==> src/rtl/rr_mux_if.sv <==
// rr_mux_if: handshake bundle for the round-robin output-registered mux.
//   in_data   [NUM_IN*WIDTH] channel payloads, channel i at [i*WIDTH +: WIDTH]
//   in_valid  [NUM_IN]       per-channel valid
//   in_ready  [NUM_IN]       per-channel accept (one-hot or zero)
//   out_data  [WIDTH]        registered payload of the granted channel
//   out_sel   [SEL_W]        registered index of the channel behind out_data
//   out_valid                out_data/out_sel hold an unconsumed word
//   out_ready                downstream accept
// Modports: master = source/sink side (testbench), slave = rr_mux side.
interface rr_mux_if #(
   parameter int unsigned WIDTH  = 32,
   parameter int unsigned NUM_IN = 4,
   parameter int unsigned SEL_W  = $clog2(NUM_IN)
);
   logic [NUM_IN*WIDTH-1:0] in_data;
   logic [NUM_IN-1:0]       in_valid;
   logic [NUM_IN-1:0]       in_ready;
   logic [WIDTH-1:0]        out_data;
   logic [SEL_W-1:0]        out_sel;
   logic                    out_valid;
   logic                    out_ready;

   modport master (
      output in_data, in_valid, out_ready,
      input  in_ready, out_data, out_sel, out_valid
   );

   modport slave (
      input  in_data, in_valid, out_ready,
      output in_ready, out_data, out_sel, out_valid
   );
endinterface

==> src/rtl/rr_mux.sv <==
// rr_mux: NUM_IN-channel arbiter feeding a one-entry output register.
// Round-robin arbitration by default; defining RR_MUX_FIXED_PRIORITY_EN swaps in
// fixed priority (lowest valid index wins, no grant pointer kept).
// Ports:
//   clk    rising-edge clock
//   rst_n  asynchronous active-low reset
//   bus    rr_mux_if.slave (in_data/in_valid/in_ready, out_data/out_sel/out_valid/out_ready)
module rr_mux #(
   parameter int unsigned WIDTH  = 32,
   parameter int unsigned NUM_IN = 4,
   parameter int unsigned SEL_W  = $clog2(NUM_IN)
) (
   input  logic        clk,
   input  logic        rst_n,
   rr_mux_if.slave     bus
);

   typedef enum logic [0:0] {StEmpty, StFull} state_e;

   state_e           state_q;
   logic [WIDTH-1:0] data_q;
   logic [SEL_W-1:0] sel_q;
`ifndef RR_MUX_FIXED_PRIORITY_EN
   logic [SEL_W-1:0] last_q;
`endif

   logic             load_en;
   logic             grant;
   logic             grant_vld;
   logic [SEL_W-1:0] grant_idx;
   logic [SEL_W-1:0] idx;
   logic [WIDTH-1:0] grant_data;
   logic [NUM_IN-1:0] ready;
   logic [WIDTH-1:0] chan_data [NUM_IN];

   for (genvar g = 0; g < NUM_IN; g++) begin : g_unpack
      assign chan_data[g] = bus.in_data[g*WIDTH +: WIDTH];
   end

   // The output register can take a word when empty, or when the held word leaves this cycle.
   assign load_en = (state_q == StEmpty) || bus.out_ready;

   always_comb begin
      grant_vld = 1'b0;
      grant_idx = '0;
      idx       = '0;
      for (int unsigned k = 0; k < NUM_IN; k++) begin
`ifdef RR_MUX_FIXED_PRIORITY_EN
         idx = SEL_W'(k);
`else
         // Search starts just after the last granted channel and wraps.
         idx = SEL_W'((32'(last_q) + k + 32'd1) % NUM_IN);
`endif
         if (!grant_vld && bus.in_valid[idx]) begin
            grant_vld = 1'b1;
            grant_idx = idx;
         end
      end
      grant_data = chan_data[grant_idx];
   end

   // Gated by rst_n so no channel sees an accept while reset is held.
   assign grant = rst_n && load_en && grant_vld;

   always_comb begin
      ready = '0;
      if (grant) begin
         ready[grant_idx] = 1'b1;
      end
   end

   always_ff @(posedge clk or negedge rst_n) begin
      if (!rst_n) begin
         state_q <= StEmpty;
         data_q  <= '0;
         sel_q   <= '0;
`ifndef RR_MUX_FIXED_PRIORITY_EN
         last_q  <= SEL_W'(NUM_IN - 1);
`endif
      end else if (load_en) begin
         if (grant) begin
            state_q <= StFull;
            data_q  <= grant_data;
            sel_q   <= grant_idx;
`ifndef RR_MUX_FIXED_PRIORITY_EN
            last_q  <= grant_idx;
`endif
         end else begin
            state_q <= StEmpty;
         end
      end
   end

   assign bus.in_ready  = ready;
   assign bus.out_data  = data_q;
   assign bus.out_sel   = sel_q;
   assign bus.out_valid = (state_q == StFull);

endmodule

==> src/flat_wrapper.sv <==
// flat-port wrapper written by rule: the top's interface ports become plain ports
module rr_mux_flat 
#(
   parameter int unsigned WIDTH  = 32,
   parameter int unsigned NUM_IN = 4,
   parameter int unsigned SEL_W  = $clog2(NUM_IN)
)
  (clk, rst_n, bus_in_data, bus_in_valid, bus_out_ready, bus_in_ready, bus_out_data, bus_out_sel, bus_out_valid);
  rr_mux_if #(.WIDTH(WIDTH), .NUM_IN(NUM_IN), .SEL_W(SEL_W)) bus_i ();
  input  logic clk;
  input  logic rst_n;
  input wire logic [$bits(bus_i.in_data)-1:0] bus_in_data;
  input wire logic [$bits(bus_i.in_valid)-1:0] bus_in_valid;
  input wire logic [$bits(bus_i.out_ready)-1:0] bus_out_ready;
  output wire logic [$bits(bus_i.in_ready)-1:0] bus_in_ready;
  output wire logic [$bits(bus_i.out_data)-1:0] bus_out_data;
  output wire logic [$bits(bus_i.out_sel)-1:0] bus_out_sel;
  output wire logic [$bits(bus_i.out_valid)-1:0] bus_out_valid;
  assign bus_i.in_data = bus_in_data;
  assign bus_i.in_valid = bus_in_valid;
  assign bus_i.out_ready = bus_out_ready;
  assign bus_in_ready = bus_i.in_ready;
  assign bus_out_data = bus_i.out_data;
  assign bus_out_sel = bus_i.out_sel;
  assign bus_out_valid = bus_i.out_valid;
  rr_mux #(.WIDTH(WIDTH), .NUM_IN(NUM_IN), .SEL_W(SEL_W)) u_core (.clk(clk), .rst_n(rst_n), .bus(bus_i));
endmodule
==> config.mk <==
export PLATFORM = sky130hd
export DESIGN_NAME = rr_mux_flat
export DESIGN_NICKNAME = d
export VERILOG_FILES = /design/src/rtl/rr_mux_if.sv /design/src/rtl/rr_mux.sv /design/src/flat_wrapper.sv
export SDC_FILE = /design/constraint.sdc
export NUM_CORES = 1
export LEC_CHECK = 0
export CORE_MARGIN = 1.5
export CORE_UTILIZATION = 36
export DETAILED_ROUTE_END_ITERATION = 8
export PLACE_DENSITY = 0.91
export SYNTH_ARGS = -nofsm -noshare
export SYNTH_HDL_FRONTEND = slang
export SYNTH_SLANG_ARGS = --single-unit
export TNS_END_PERCENT = 1
==> constraint.sdc <==
create_clock -name clk -period 2.1 [get_ports clk]
set_input_delay 0.21 -clock clk [delete_from_list [all_inputs] [get_ports clk]]
set_output_delay 0.21 -clock clk [all_outputs]
set_load 0.1 [all_outputs]
==> run_1/m2.png <==
Cells faint in the background.
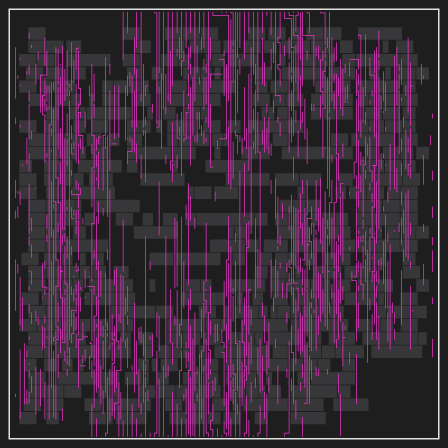
nets with wire on the layer = 528
longest straight run = 60.3 um
via count: 3,287
Total Routed Length: 10.1 mm
GR Util met2: 0.495

==> run_1/util_map.png <==
The die is cut into 9 by 9 equal tiles; white is low, dark blue is high, 0 to 100% covered.
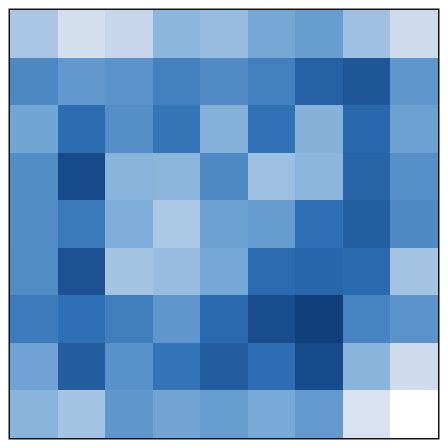
fullest tile = 94%
nearly empty tiles = 1.2%
tiles over 75% full = 22%
mean over tiles = 58%

==> run_1/placed.png <==
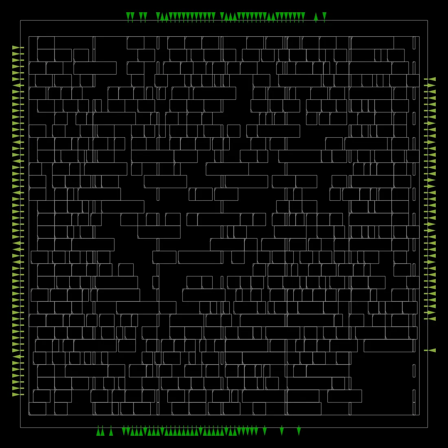
# Taps: 96
num rows: 30
Layout fillers: 578
Non-Filler Instances: 583

==> run_1/ff_map.png <==
Other sequential cells in the stronger gray, the rest of the logic in the fainter gray.
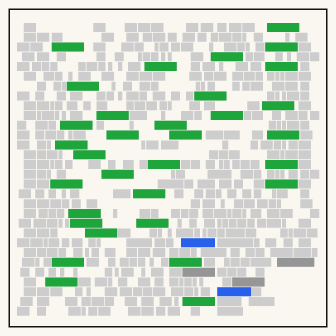
blue -> `u_core.last_q`  # sequential cells 2
green -> `u_core.bus.out_data`  # sequential cells 32, where spread over the die
Seq/total area: 0.202
Seq. pwr: 1.05 mW
Final Core Density: 0.670

==> run_results.csv, run 1 <==
group,metric,value,unit
placement,dp_hpwl,7.44,mm
logic_synthesis,synth.distinct_cells,34,
finish,fin_nets,621,
logic_synthesis,ys_cells,311,
clocking,cts_setup_buffers,4,
logic_synthesis,async_flop_share,1.00,
clocking,insertion_delay,0.29,ns
logic_synthesis,yosys.area.top_type_share,0.338,
die,core,6870,um2
logic_synthesis,ys_sh_aoi,0.340,
logic_synthesis,yosysSeqAreaShare,0.359,
logic_synthesis,yosysWarnings,0,
logic_synthesis,avgSynthCellArea,8.32,um2
outcome,status,"finished, final reports clean",
worst_setup_path,cp_slowest_stage_delay,0.60,ns
logic_synthesis,edf_count,0,
die,initCoreUtil,0.377,
clocking,cts_buffer_depth,2,
final_timing,fmax,0.482,GHz
routing,wl_per_cell,17.3,um
die,die_h,87.8,um
routing,first_pass_iters,4,
finish,ff_latch_area,932,um2
final_timing,setup_viol,0,
worst_setup_path,cp-end-kind,"primary output",
worst_setup_path,crit_arrival,1.86,ns
final_timing,maxSlewViolCount,0,
logic_synthesis,synth-seq-cells,37,
clocking,cts_root_buf,"clkbuf_8",
pwr,p_clk_frac,0.107,
logic_synthesis,ys_chip_area,2590,um2
worst_setup_path,critical_path.top_delay_family,"flip-flops",
global_routing,antenna_found_initial,0,
final_timing,hold_viol_final,0,
finish,diodes,0,
pwr,seq_power_share,0.227,
logic_synthesis,synth.cell_area,2590,um2
die,num_io_pins,174,
logic_synthesis,logic_family,"AND-OR/OR-AND gates",
pwr,combPwrFrac,0.666,
## run 1: cells in the final DEF (no fill, tap or decap), drive strengths merged, types with 4 or more instances in the layout
cell type / instances
a21oi: 5
a22oi: 32
a311oi: 32
a31oi: 32
and3: 33
buf: 70
clkbuf: 8
clkdlybuf4s50: 130
dfrtp: 35
nand2: 36
nor2: 35
o21ai: 4
## run 1: metal layers
metal | vias to the layer above | part of all wire | global-route usage
met1 | 1546 | 0.37 | 0.276
met4 | 0 | 0.019 | 0.0967
met2 | 169 | 0.53 | 0.495
li1 | 1556 | - | -
met5 | - | 0 | 0
met3 | 16 | 0.077 | 0.0566
## run 1: worst max path at each step
| stage | cells past startpoint | from | to | slack, ns |
|---|---|---|---|---|
| after floorplan | 4 | u_core.bus.out_valid | bus_in_ready[3] | -0.15 |
| after global placement | 5 | bus_in_valid[3] | u_core.bus.out_data[25] | -0.21 |
| after detailed placement | 6 | bus_in_valid[1] | u_core.bus.out_data[19] | -0.32 |
| after CTS | 4 | u_core.last_q[0] | bus_in_ready[3] | 0.008 |
| after global routing | 4 | u_core.last_q[0] | bus_in_ready[3] | -0.04 |
| final | 4 | u_core.last_q[0] | bus_in_ready[3] | 0.03 |
## run 1: cells in the mapped netlist (all sizes together) (2+ instances only)
| cell | instances |
|---|---|
| a22oi | 32 |
| nor3 | 2 |
| a31oi | 32 |
| buf | 14 |
| dfrtp | 35 |
| nand2b | 3 |
| and3 | 33 |
| a311oi | 32 |
| inv | 3 |
| nor2 | 35 |
| nand2 | 36 |
| o21ai | 4 |
| o21bai | 2 |
| clkbuf | 21 |
| dfstp | 2 |
| a21oi | 5 |
| nor2b | 3 |
| a21o | 2 |
## run 1: registers in the layout, summed over array words and instances (netlist names)
name	flops
u_core.bus.out_data	32
u_core.bus.out_sel	2
u_core.bus.out_valid	1
u_core.last_q	2
## run 1: kinds of logic after synthesis
group                  count (synthesis)
AOI/OAI and AO/OA                    118
DFF                                   37
buffers and inverters                 38
and+or+nand+nor                      118
## run 1: area by class of cell
| cell class | instances | share of cell area |
|---|---|---|
| clock buffer | 8 | 0.0174 |
| inverter | 3 | 0.00245 |
| multi-input combinational | 236 | 0.336 |
| sequential | 37 | 0.202 |
| tap | 96 | 0.0261 |
| timing repair buffer | 203 | 0.415 |
## run 1: power by group through the flow
stage	Clock, mW	Combinational, mW	Sequential [mW]
after CTS	0.505	3.07	1.05
after detailed placement	0	3.03	1.07
after global routing	0.526	3.21	1.07
after global placement	0	2.98	1.05
after floorplan	0	0.802	2.37
final	0.495	3.08	1.05
## run 1: through the flow
| stage | utilization | instances | instance area, um2 | hold slack [ns] | setup TNS [ns] |
|---|---|---|---|---|---|
| after global placement | 0.652 | 571 | 4480 | 0.358 | -5.97 |
| after global routing | 0.670 | 583 | 4600 | 0.0846 | -0.0603 |
| after floorplan | - | 311 | 2660 | -0.0856 | -0.211 |
| after CTS | 0.668 | 583 | 4590 | 0.0541 | 0 |
| final | 0.670 | 583 | 4600 | 0.0309 | 0 |
| after detailed placement | 0.652 | 571 | 4480 | 0.361 | -8.58 |
==> inputs of run 2 (changes only) <==
RECOVER_POWER = 100   (was not set)
==> run_2/ff_map.png <==
Other sequential cells in the stronger gray, the rest of the logic in the fainter gray.
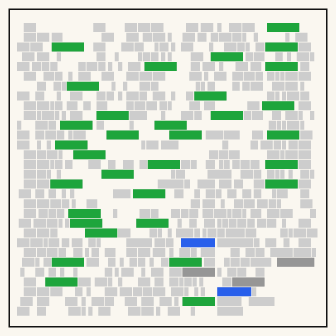
green -> `u_core.bus.out_data`  # sequential cells 32, where spread over the die
blue -> `u_core.last_q`  # sequential cells 2
Final Core Density: 0.648
FF/Latch Area: 932 um2
Seq/total area: 0.209

==> run_results.csv, run 2 <==
group,metric,value,unit
final_timing,hold_viol_final,0,
worst_setup_path,cp-start-kind,"register",
logic_synthesis,synth.cell_area,2590,um2
finish,largest_reg_flops,32,
final_timing,setup_viol,0,
logic_synthesis,ys_top_cells_by_count,"nand2_1 (36), dfrtp_1 (35), nor2_1 (35), and3_1 (33)",
finish,diodes,0,
clocking,cts_root_buf,"clkbuf_8",
logic_synthesis,yosysMostFrequentCell,"nand2_1",
routing,first_pass_iters,5,
worst_setup_path,cp-end-kind,"primary output",
outcome,status,"finished, final reports clean",
logic_synthesis,ys_cells,311,
placement,dp_hpwl,7.44,mm
worst_setup_path,cp_slowest_stage_delay,0.61,ns
routing,drc,0,
routing,drt-total-wl,10.2,mm
pwr,combPwrFrac,0.654,
pwr,p_switching,2.57,mW
final_timing,maxSlewViolCount,0,
placement,placed_area,4480,um2
pwr,p_clk_frac,0.111,
logic_synthesis,synth.distinct_cells,34,
logic_synthesis,avgSynthCellArea,8.32,um2
global_routing,busiest_layer,"met2",
finish,final_common_cell,"clkdlybuf4s50_1",
logic_synthesis,yosysSeqAreaShare,0.359,
finish,fin_nets,621,
logic_synthesis,yosysWarnings,0,
die,num_io_pins,174,
logic_synthesis,yosys.area.top_type_share,0.338,
min_path,hold_path_class,"primary input to asynchronous set/reset pin",
logic_synthesis,async_flop_share,1.00,
final_timing,fmax,0.480,GHz
routing,wl_per_cell,17.4,um
logic_synthesis,flop_cell,"dfrtp_1",
global_routing,antenna_found_initial,0,
worst_setup_path,crit_arrival,1.87,ns
die,initCoreUtil,0.377,
logic_synthesis,edf_count,0,
global_routing,met3_usage,0.0566,
clocking,insertion_delay,0.29,ns
pwr,seq_power_share,0.235,
finish,fin_area,4450,um2
die,die_h,87.8,um
clocking,cts_buffer_depth,2,
routing,vias,3300,
finish,lay_top_cells,"clkdlybuf4s50_1 (130), clkbuf_1 (38), nand2_1 (35), nor2_1 (35), dfrtp_1 (34)",
logic_synthesis,yosysTopAreaCell,"dfrtp_1",
logic_synthesis,ys_chip_area,2590,um2
==> run_2/placed.png <==
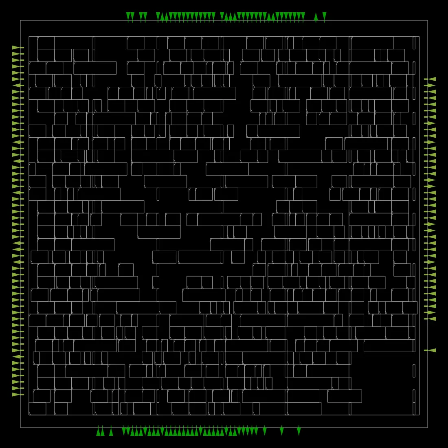
Seq cells: 37
core area: 6870 um2
Layout fillers: 623

==> run 2: cell counts after synthesis <==
No cell type changed its count.
==> run 2: path summary, 6_finish.rpt <==
kind | slack [ns] | start | endpoint | cells past startpoint
min in group clk | 0.33 | rst_n | u_core.last_q[1] | 3
max in group asynchronous | 1.11 | rst_n | u_core.bus.out_valid | 2
worst min-delay path | 0.30 | rst_n | u_core.bus.out_valid | 2
worst max register to register | 0.17 | u_core.last_q[1] | u_core.bus.out_data[23] | 6
worst max-delay path | 0.02 | u_core.last_q[0] | bus_in_ready[3] | 4
worst min register to register | 0.48 | u_core.bus.out_sel[1] | u_core.bus.out_sel[1] | 1
==> run 2: critical path: cells and delay by family, from the launching register on <==
kind	cells	cell delay, ns
AOI/OAI and AO/OA	1	0.41
and+or+nand+nor	2	0.37
DFF	1	0.61
buffers and inverters	1	0.20
==> run 2: final cells by class <==
cell class,instances,area (um2),share of cell area
timing repair buffer,203,1760,0.396
tap,96,120,0.0270
sequential,37,932,0.209
clock buffer,8,80.1,0.0180
inverter,3,11.3,0.00253
multi-input combinational,236,1540,0.347
==> run 2: cells by family after synthesis <==
kind of cell | after synthesis | synth area share
buf+inv | 38 | 0.0812
simple gates | 118 | 0.220
flops | 37 | 0.359
compound gates | 118 | 0.340
==> run 2: power by group through the flow <==
| stage | sequential, mW | combinational, mW | clock [mW] |
|---|---|---|---|
| CTS | 1.05 | 3.07 | 0.505 |
| finish | 1.05 | 2.90 | 0.493 |
| global route | 1.07 | 3.03 | 0.526 |
| detailed placement | 1.07 | 3.03 | 0 |
| floorplan | 2.37 | 0.802 | 0 |
| global placement | 1.05 | 2.98 | 0 |
==> run 2: through the flow <==
| stage | std cells | util | setup WS, ns | TNS, ns |
|---|---|---|---|---|
| final | 583 | 0.648 | 0.0186 | 0 |
| after global routing | 583 | 0.648 | -0.0430 | -0.0964 |
| after CTS | 583 | 0.668 | 0.00790 | 0 |
| after detailed placement | 571 | 0.652 | -0.316 | -8.58 |
| after global placement | 571 | 0.652 | -0.205 | -5.97 |
| after floorplan | 311 | - | -0.150 | -0.211 |
==> run 2: layer usage <==
metal / part of all wire / wire, um / vias to the layer above
li1: - / - / 1556
met1: 0.37 / 3790 / 1549
met2: 0.53 / 5360 / 177
met3: 0.079 / 807 / 18
met4: 0.020 / 201 / 0
met5: 0 / 0 / -
==> run 2: timing repair <==
item	4_1_cts	5_1_grt
buffers inserted	4	0
endpoints found under the setup margin	7	22
pin swaps	1	1
gates resized	6	3
Power and IR drop assume default switching activity.
